**src/rtl/io_port_bank_if.sv**
```systemverilog
// rtl/io_port_bank_if.sv - CPU data-bus bundle between the core and the I/O port bank
interface io_port_bank_if #(
    parameter int DATA_WIDTH = 32
);
    logic [DATA_WIDTH-1:0] addr;
    logic [DATA_WIDTH-1:0] wdata;
    logic                  we;
    logic                  re;
    logic [DATA_WIDTH-1:0] rdata;
    logic                  rvalid;

    modport master (
        output addr, wdata, we, re,
        input  rdata, rvalid
    );

    modport slave (
        input  addr, wdata, we, re,
        output rdata, rvalid
    );
endinterface

```
**src/rtl/io_port_bank.sv**
```systemverilog
// rtl/io_port_bank.sv - memory-mapped output registers, synchronised inputs, change detect and irq
module io_port_bank #(
    parameter int DATA_WIDTH = 32,
    parameter int NUM_IN     = 4,
    parameter int NUM_OUT    = 4,
    parameter int IO_SEL_BIT = 7
) (
    input  logic                          clock,
    input  logic                          reset,
    io_port_bank_if.slave                 bus,
    input  logic [NUM_IN*DATA_WIDTH-1:0]  in_ports,
    output logic [NUM_OUT*DATA_WIDTH-1:0] out_ports,
    output logic                          irq
);
    localparam logic [4:0] IN_BASE    = 5'd8;
    localparam logic [4:0] CHG_OFF    = 5'd16;
    localparam logic [4:0] IRQ_EN_OFF = 5'd17;
    localparam logic [4:0] ID_OFF     = 5'd18;
    localparam logic [DATA_WIDTH-1:0] ID_VALUE =
        DATA_WIDTH'({16'h10B0, 8'(NUM_IN), 8'(NUM_OUT)});

    logic [NUM_OUT-1:0][DATA_WIDTH-1:0] out_q;
    logic [NUM_IN-1:0][DATA_WIDTH-1:0]  sync1_q;
    logic [NUM_IN-1:0][DATA_WIDTH-1:0]  sync2_q;
    logic [NUM_IN-1:0][DATA_WIDTH-1:0]  prev_q;
    logic [NUM_IN-1:0]                  chg_q;
    logic [NUM_IN-1:0]                  irq_en_q;
    logic [NUM_IN-1:0]                  chg_set;
    logic [NUM_IN-1:0]                  chg_clr;
    logic [1:0]                         settle_q;
    logic [DATA_WIDTH-1:0]              rd_mux;
    logic [4:0]                         offset;
    logic                               hit;
    logic                               wr;
    logic                               rd;
    logic                               unused_addr;

    assign hit         = bus.addr[IO_SEL_BIT];
    assign offset      = bus.addr[6:2];
    assign wr          = bus.we & hit;
    assign rd          = bus.re & hit;
    assign unused_addr = ^bus.addr;
    assign out_ports   = out_q;

    // Change detection is held off until the zero-filled pipeline has flushed after reset.
    always_comb begin
        chg_set = '0;
        chg_clr = '0;
        for (int k = 0; k < NUM_IN; k++) begin
            chg_set[k] = (sync2_q[k] != prev_q[k]) && (settle_q == 2'd0);
        end
        if (wr && (offset == CHG_OFF)) begin
            chg_clr = bus.wdata[NUM_IN-1:0];
        end
    end

    always_comb begin
        rd_mux = '0;
        for (int k = 0; k < NUM_OUT; k++) begin
            if (offset == 5'(k)) rd_mux = out_q[k];
        end
        for (int k = 0; k < NUM_IN; k++) begin
            if (offset == IN_BASE + 5'(k)) rd_mux = sync2_q[k];
        end
        if (offset == CHG_OFF)    rd_mux = DATA_WIDTH'(chg_q);
        if (offset == IRQ_EN_OFF) rd_mux = DATA_WIDTH'(irq_en_q);
        if (offset == ID_OFF)     rd_mux = ID_VALUE;
    end

    always_ff @(posedge clock) begin
        if (reset) begin
            out_q      <= '0;
            sync1_q    <= '0;
            sync2_q    <= '0;
            prev_q     <= '0;
            chg_q      <= '0;
            irq_en_q   <= '0;
            settle_q   <= 2'd3;
            bus.rdata  <= '0;
            bus.rvalid <= 1'b0;
            irq        <= 1'b0;
        end else begin
            sync1_q <= in_ports;
            sync2_q <= sync1_q;
            prev_q  <= sync2_q;
            if (settle_q != 2'd0) settle_q <= settle_q - 2'd1;
            // A set landing on the same edge as its clear wins.
            chg_q      <= (chg_q & ~chg_clr) | chg_set;
            irq        <= |(chg_q & irq_en_q);
            bus.rvalid <= rd;
            if (rd) bus.rdata <= rd_mux;
            if (wr) begin
                for (int k = 0; k < NUM_OUT; k++) begin
                    if (offset == 5'(k)) out_q[k] <= bus.wdata;
                end
                if (offset == IRQ_EN_OFF) irq_en_q <= bus.wdata[NUM_IN-1:0];
            end
        end
    end
endmodule

```
**src/flat_wrapper.sv**
```systemverilog
// flat-port wrapper written by rule: the top's interface ports become plain ports
module io_port_bank_flat 
#(
    parameter int DATA_WIDTH = 32,
    parameter int NUM_IN     = 4,
    parameter int NUM_OUT    = 4,
    parameter int IO_SEL_BIT = 7
)
  (clock, reset, in_ports, out_ports, irq, bus_addr, bus_wdata, bus_we, bus_re, bus_rdata, bus_rvalid);
  io_port_bank_if #(.DATA_WIDTH(DATA_WIDTH)) bus_i ();
  input  logic clock;
  input  logic reset;
  input  logic [NUM_IN*DATA_WIDTH-1:0] in_ports;
  output logic [NUM_OUT*DATA_WIDTH-1:0] out_ports;
  output logic irq;
  input wire logic [$bits(bus_i.addr)-1:0] bus_addr;
  input wire logic [$bits(bus_i.wdata)-1:0] bus_wdata;
  input wire logic [$bits(bus_i.we)-1:0] bus_we;
  input wire logic [$bits(bus_i.re)-1:0] bus_re;
  output wire logic [$bits(bus_i.rdata)-1:0] bus_rdata;
  output wire logic [$bits(bus_i.rvalid)-1:0] bus_rvalid;
  assign bus_i.addr = bus_addr;
  assign bus_i.wdata = bus_wdata;
  assign bus_i.we = bus_we;
  assign bus_i.re = bus_re;
  assign bus_rdata = bus_i.rdata;
  assign bus_rvalid = bus_i.rvalid;
  io_port_bank #(.DATA_WIDTH(DATA_WIDTH), .NUM_IN(NUM_IN), .NUM_OUT(NUM_OUT), .IO_SEL_BIT(IO_SEL_BIT)) u_core (.clock(clock), .reset(reset), .bus(bus_i), .in_ports(in_ports), .out_ports(out_ports), .irq(irq));
endmodule
```
**config.mk**
```make
export PLATFORM = sky130hd
export DESIGN_NAME = io_port_bank_flat
export DESIGN_NICKNAME = d
export VERILOG_FILES = /design/src/rtl/io_port_bank_if.sv /design/src/rtl/io_port_bank.sv /design/src/flat_wrapper.sv
export SDC_FILE = /design/constraint.sdc
export NUM_CORES = 1
export LEC_CHECK = 0
export CAP_MARGIN = 5
export CORE_MARGIN = 10
export CORE_UTILIZATION = 47
export DETAILED_ROUTE_END_ITERATION = 16
export PLACE_DENSITY_LB_ADDON = 0.05
export SYNTH_ARGS = -nofsm -noshare
export SYNTH_HDL_FRONTEND = slang
export SYNTH_SLANG_ARGS = --single-unit
export TNS_END_PERCENT = 100
```
**constraint.sdc**
```tcl
create_clock -name clock -period 1.8 [get_ports clock]
set_input_delay 0.45 -clock clock [delete_from_list [all_inputs] [get_ports clock]]
set_output_delay 0.45 -clock clock [all_outputs]
set_load 0.02 [all_outputs]
```
**Run 1: routing congestion**

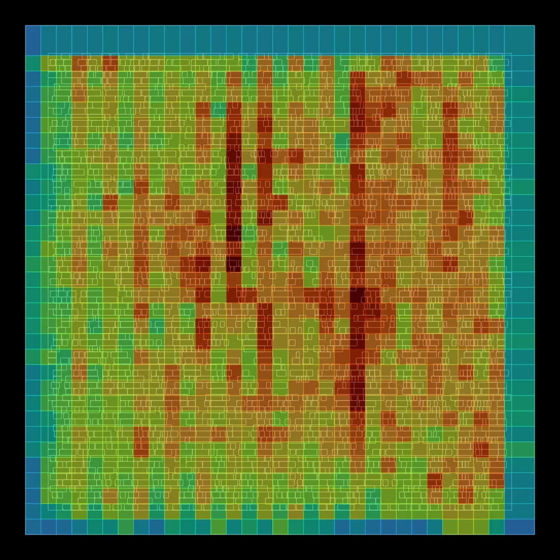
busiest metal layer after global routing: met2
overall track demand over capacity in global routing: 24.90%

**Run 1: where the registers sit**

Other sequential cells in the stronger grey, the rest of the logic in the fainter grey.
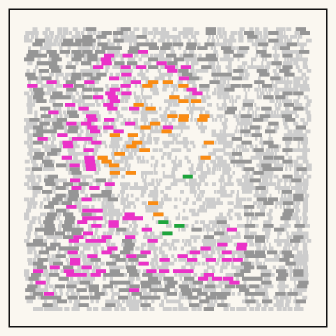
- `u_core.chg_q`: green (placed flops 4)
- `u_core.bus.rdata`: orange (placed flops 32)
- `u_core.prev_q`: magenta (placed flops 128)

**Run 1: placed cells, one colour a class**

The bar under the picture is 50 µm long.
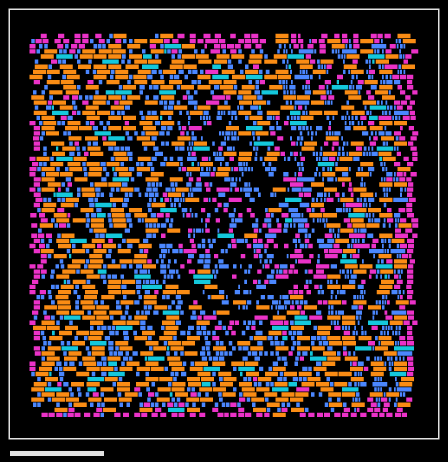
- clock drivers and dummy loads: cyan (cells 98; share of their area 6.8%)
- other buffers and delay cells: magenta (cells 503; share of their area 18%)
- all other logic: blue (cells 1377; share of their area 33%)
- flops: orange (cells 556; share of their area 42%)

==> run summary, run 1 <==
fresh numbers from the pnr run: final routed wirelength across all metal layers roughly 67000 µm, starting utilization of the core area approximately 48%, share of synthesized registers carrying an async set or reset 0%, max-slew violation total from the final report 0, unique cell type count in the Yosys netlist between 50 and 60, total gr overflow 0, Comb. pwr between 0.002 and 0.0025 W, number of global-route vias before repair roughly 16000, count of fill cells added during filler insertion approximately 3600, most frequent cells after synthesis sky130_fd_sc_hd__dfxtp_1 (556), sky130_fd_sc_hd__nor2b_1 (403), sky130_fd_sc_hd__nand2_1 (329), min-delay src reset, Core Footprint between 40000 and 50000 µm², count of instantiated cells in the yosys netlist around 2100, time the worst path needs with I/O delays and setup about 1.8 ns, Slowest cell on crit path sky130_fd_sc_hd__dfxtp_1, buffering stage count on the worst path with inverters included 1, aggregate negative setup slack 0 ns, total number of cells along the worst setup path 1, highest-power group registers, family with the most delay on the worst path flip-flops, most common flop cell mapped by yosys sky130_fd_sc_hd__dfxtp_1, routed via count divided by cell count around 5.2, path category of the worst min-delay check input port to register, wire length per cell after detailed routing approximately 22 µm, share of the clock period used by the worst path after layout between 90% and 100%, areal power density over the cells approximately 1000 nW/µm², Non-Clock Inverter Count 4, clock sinks approximately 560, fraction of area in clock buffers and inverters ~6.7%, Synth area leader sky130_fd_sc_hd__dfxtp_1, total nets after synthesis 2267, final setup skew 0.01423 ns, Reg clk slew, reported paths approximately 0.06 ns, flop count 556, top cells, area sky130_fd_sc_hd__dfxtp_1 (55%), sky130_fd_sc_hd__nor2b_1 (12%), sky130_fd_sc_hd__nand2_1 (6.1%), sky130_fd_sc_hd__xor2_1 (5.6%), sky130_fd_sc_hd__a21oi_1 (4.4%), number of buffers inserted during clock tree synthesis about 54, Row Count between 70 and 80, kind of end point of the critical path primary output, clock buffer instance count of the final layout between 70 and 80, Leakage Power 11.16 nW, sum of internal, switching and leakage power between 0.02 and 0.03 W, tally of yosys warning messages 0, Critical R2R Capture u_core.bus.rdata[17]$_SDFFE_PP0P_, RD Place Congestion between 0.9 and 1, DR DRC count 0, r2r startpoint u_core.sync2_q[17]$_SDFF_PP0_, Top cells excl fill/tap sky130_fd_sc_hd__dfxtp_1 (549), sky130_fd_sc_hd__nor2b_1 (402), sky130_fd_sc_hd__nand2_1 (328), sky130_fd_sc_hd__a21oi_1 (179), sky130_fd_sc_hd__clkdlybuf4s50_1 (163), fraction of power consumed by combinational cells 7.9%, Resized Gates After CTS between 200 and 300, top cell type's share of synthesized area 55.09%, instance count of the mapped netlist 2070, placed cell count just under 3000, first-iteration detailed-routing DRC count ~1300, maximum clock frequency about 560 MHz, layout overhead on the synthesized area 34.13%, Skew-Pair Late Insertion Delay just over 0.6 ns, Seq area share 41.10%, Post-CTS Setup Repair Bufs 0, # setup viols final 0, portion of the layout cell area used by non-clock buffers 18.03%, required arrival time at the worst endpoint between 1 and 1.5 ns, die footprint approximately 52000 µm², number of cells on the worst hold path 3, ANT nets after route 0, Vias approximately 16000, area of the synthesized netlist per yosys stat approximately 20000 µm², Post-Syn Area around 20000 µm², number of register bits inferred by synthesis roughly 560, Clock Root Buffer sky130_fd_sc_hd__clkbuf_16, number of non-filler instances in the completed layout approximately 3000, switching fraction of total power between 20 and 25%, htree depth 2, flip-flops with a built-in enable 0, count of port buffers added during placement about 330, number of endpoints with negative hold slack in the final report 0, tightest slew margin relative to the limit 49.39%, worst-case setup slack after placement -0.7094 ns, outcome complete, no violations, Die Ht approximately 230 µm, router iterations before antenna repair 7, Antenna Cells 2, Top-Level Pins between 300 and 400
-- run 1: logic make-up after synthesis --
family                   Yosys count  synth area share [%]
multiplexers                      64                 4.050
AND-OR/OR-AND                    332                 9.691
XOR/XNOR                         129                 5.592
buffers and inverters            141                 3.369
adder cells (fa/ha/maj)            1               0.06191
flip-flops                       556                 55.09
AND/OR/NAND/NOR                  847                 22.15
-- run 1: per-layer routing --
metal  wire length, µm  track usage (%)  vias up
met2             30090            39.23      583
met5                 0                0        -
met4              1787            8.147        0
li1                  -                -     7729
met3              4888            4.182       91
met1             29920            34.16     7598
-- run 1: worst reg2reg max path: cells and delay by family (launching register included) --
family,cells,cell delay (ns)
compound gates,3,0.60
flops,1,0.48
simple gates,2,0.38
buf+inv,1,0.16
**Run 1: routed clock nets over the placement**

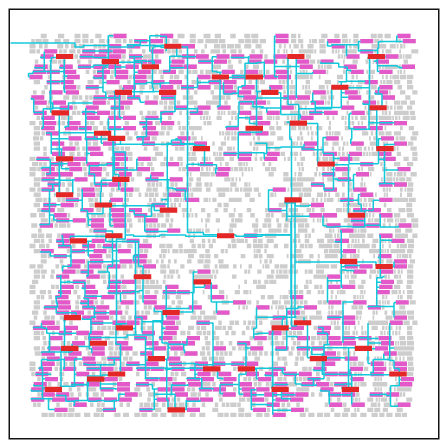

## Run 2: what changed since run 1
--- a/config.mk
+++ b/config.mk
@@ -6,8 +6,10 @@
 export NUM_CORES = 1
 export LEC_CHECK = 0
 export CAP_MARGIN = 5
+export CORE_ASPECT_RATIO = 1.75
 export CORE_MARGIN = 10
 export CORE_UTILIZATION = 47
+export CTS_CLUSTER_DIAMETER = 60
 export DETAILED_ROUTE_END_ITERATION = 16
 export PLACE_DENSITY_LB_ADDON = 0.05
 export SYNTH_ARGS = -nofsm -noshare
**Run 2: routed clock nets over the placement**

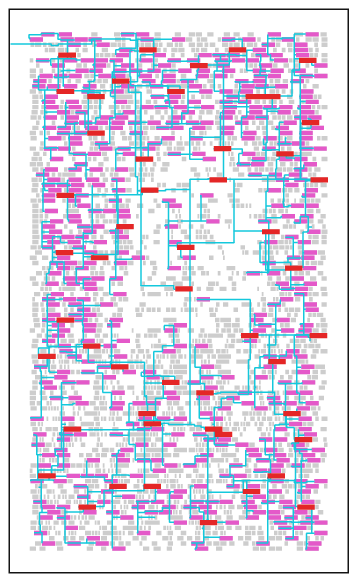
- flip-flops: magenta (count 556)
- cells driving clock nets: red (count 51)
- clock wires: cyan (length 6120 µm)
- flops lie: all over the die
- routed clock nets: 52

==> run 2 against run 1 <==
  * Combinational power rose by 2%
  * Core utilization fell by 0.71 points
  * Power fell by 1.8%
  * Critical endpoint is now u_core.bus.rdata[31]$_SDFFE_PP0P_
  * Clock skew fell by 0.0047 ns
  * Critical path depth rose by 8
  * Sequential power barely moved
  * The run now ends with negative setup slack left
  * Worst hold slack got worse by 0.10 ns
  * Critical path type is now input port to register
  * Cell count rose by 0.81%
  * Synthesized cell count did not move
  * Cell area fell by 0.38%
  * Maximum frequency fell by 1.5%
==> run summary, run 2 <==
fresh numbers from the pnr run: most common flop cell mapped by yosys sky130_fd_sc_hd__dfxtp_1, share of synthesized registers carrying an async set or reset 0% (unchanged), number of global-route vias before repair 16468 (+4.6%), routed length on met1 25690 µm (-14%), Post-CTS Setup Repair Bufs 4 (+4), placed cell count 3000 (+0.98%), # setup viols final 2 (+2), max-slew violation total from the final report 0 (unchanged), Skew-Pair Late Insertion Delay 0.58 ns (-0.03 ns), number of non-filler instances in the completed layout 3100 (+0.81%), Resized Gates After CTS 233 (-20%), number of register bits inferred by synthesis 556 (unchanged), number of cells on the worst hold path 2 (-1), Antenna Cells 0 (-2), share of the clock period used by the worst path after layout 100.3% (+1.5 points), Met2 Wirelength 36550 µm (+21%), areal power density over the cells 964.1 nW/µm² (-1.4%), path category of the worst min-delay check input port to register, fraction of area in clock buffers and inverters 6.312% (-0.35 points), overall track demand over capacity in global routing 27.05% (+2.2 points), Core Footprint 42540 µm² (+0.74%), min-delay src reset, aggregate negative setup slack -0.009489 ns (-0.009489 ns), Clock Root Buffer sky130_fd_sc_hd__clkbuf_16, final setup skew 0.009507 ns (-0.004719 ns), clock sinks 556 (unchanged), setup slack after layout -0.005769 ns, global routing usage on met2 47.86% (+8.6 points), top cell type's share of synthesized area 55.09% (unchanged), number of buffers inserted during clock tree synthesis 51 (-5.6%), worst-case setup slack after placement -0.7220 ns (-0.01259 ns), busiest metal layer after global routing met2, r2r startpoint u_core.sync2_q[14]$_SDFF_PP0_, hold buffer count at CTS 0, flop count 556 (unchanged), count of fill cells added during filler insertion 3645 (+2.6%), portion of the layout cell area used by non-clock buffers 18.24% (+0.21 points), time the worst path needs with I/O delays and setup 1.806 ns (+0.02630 ns), kind of end point of the critical path register, total gr overflow 0 (unchanged), Placed Area ~25000 µm², Reg clk slew, reported paths 0.06 ns (about the same), wire length per cell after detailed routing 23.22 µm (+7.1%), starting utilization of the core area 47.50% (-0.35 points), top layer in use met5, tally of yosys warning messages 0 (unchanged), final routed wirelength across all metal layers 71980 µm (+7.9%), Area-dominant class sequential cells, Slowest cell on crit path sky130_fd_sc_hd__nor2b_1, instance count of the mapped netlist 2070 (unchanged), Row Count 100 (+33%), met3 wire length 3744 µm (-23%), signal arrival time at the worst endpoint about 2.3 ns, Vias 16193 (+1.2%), Seq area share 41.25% (+0.15 points), htree depth 2 (unchanged), violated checks negative setup slack, count of port buffers added during placement 331 (unchanged), Post-Syn Area 20210 µm² (unchanged), die footprint 52010 µm² (+0.63%), Setup crit start kind input port, unique cell type count in the Yosys netlist 57 (unchanged), Non-Clock Inverter Count 4 (unchanged), area of the synthesized netlist per yosys stat 20210 µm² (unchanged), largest fanout on the critical path 10, first-iteration detailed-routing DRC count 1115 (-13%), outcome finished, violations left, total number of cells along the worst setup path 9 (+8), Top-Level Pins 358 (unchanged), total nets after synthesis 2267 (unchanged), buffering stage count on the worst path with inverters included 4 (+3), required arrival time at the worst endpoint 2.31 ns (+0.96 ns), Critical R2R Capture u_core.bus.rdata[14]$_SDFFE_PP0P_, ANT nets after route 0 (unchanged), Leakage Power 11.34 nW (+1.7%), critical path launch point bus_addr[3], top cells, area sky130_fd_sc_hd__dfxtp_1 (55%), sky130_fd_sc_hd__nor2b_1 (12%), sky130_fd_sc_hd__nand2_1 (6.1%), sky130_fd_sc_hd__xor2_1 (5.6%), sky130_fd_sc_hd__a21oi_1 (4.4%), DR DRC count 0 (unchanged), number of endpoints with negative hold slack in the final report 0 (unchanged), initial antenna violation count 1, clock buffer instance count of the final layout 74 (-5.1%), most frequent cells after synthesis sky130_fd_sc_hd__dfxtp_1 (556), sky130_fd_sc_hd__nor2b_1 (403), sky130_fd_sc_hd__nand2_1 (329), Synth area leader sky130_fd_sc_hd__dfxtp_1, maximum clock frequency 553.8 MHz (-1.5%), Die Ht 294.3 µm (+29%), flip-flops with a built-in enable 0 (unchanged), sum of internal, switching and leakage power 0.02603 W (-1.8%), met1 track utilization from global routing 28.45% (-5.7 points), layout overhead on the synthesized area 33.62%, count of instantiated cells in the yosys netlist 2070 (unchanged), RD Place Congestion 0.8980 (-4.2%), routed via count divided by cell count 5.224 (+0.38%), Top cells excl fill/tap sky130_fd_sc_hd__dfxtp_1 (551), sky130_fd_sc_hd__nor2b_1 (402), sky130_fd_sc_hd__nand2_1 (327), sky130_fd_sc_hd__a21oi_1 (170), sky130_fd_sc_hd__clkdlybuf4s50_1 (163), router iterations before antenna repair 6 (-1), tightest slew margin relative to the limit 64.19% (+15 points)
**Run 2: placed cells, one colour a class**

The bar under the picture is 50 µm long.
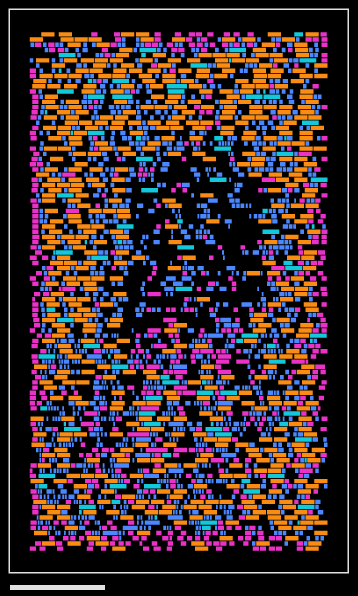
- other buffers and delay cells: magenta (cells 513; share of their area 19%)
- flops: orange (cells 556; share of their area 42%)
- all other logic: blue (cells 1377; share of their area 32%)
- clock drivers and dummy loads: cyan (cells 93; share of their area 6.5%)

-- run 2: logic make-up (layout without fill, tap and decap cells) --
| family | after synthesis | count (layout) | synth area share, % |
|---|---|---|---|
| buffers and inverters | 141 | 610 | 3.369 |
| adder cells (fa/ha/maj) | 1 | 1 | 0.06191 |
| AND/OR/NAND/NOR | 847 | 847 | 22.15 |
| AND-OR/OR-AND | 332 | 332 | 9.691 |
| multiplexers | 64 | 64 | 4.050 |
| XOR/XNOR | 129 | 129 | 5.592 |
| flip-flops | 556 | 556 | 55.09 |
-- run 2: report_power, final --
part / switching [W] / internal (W)
Clock: 0.00473 / 0.00620
Sequential: 0.000257 / 0.0127
Combinational: 0.00106 / 0.00107
Total: 0.00606 / 0.0200
Power and IR drop assume default switching activity.
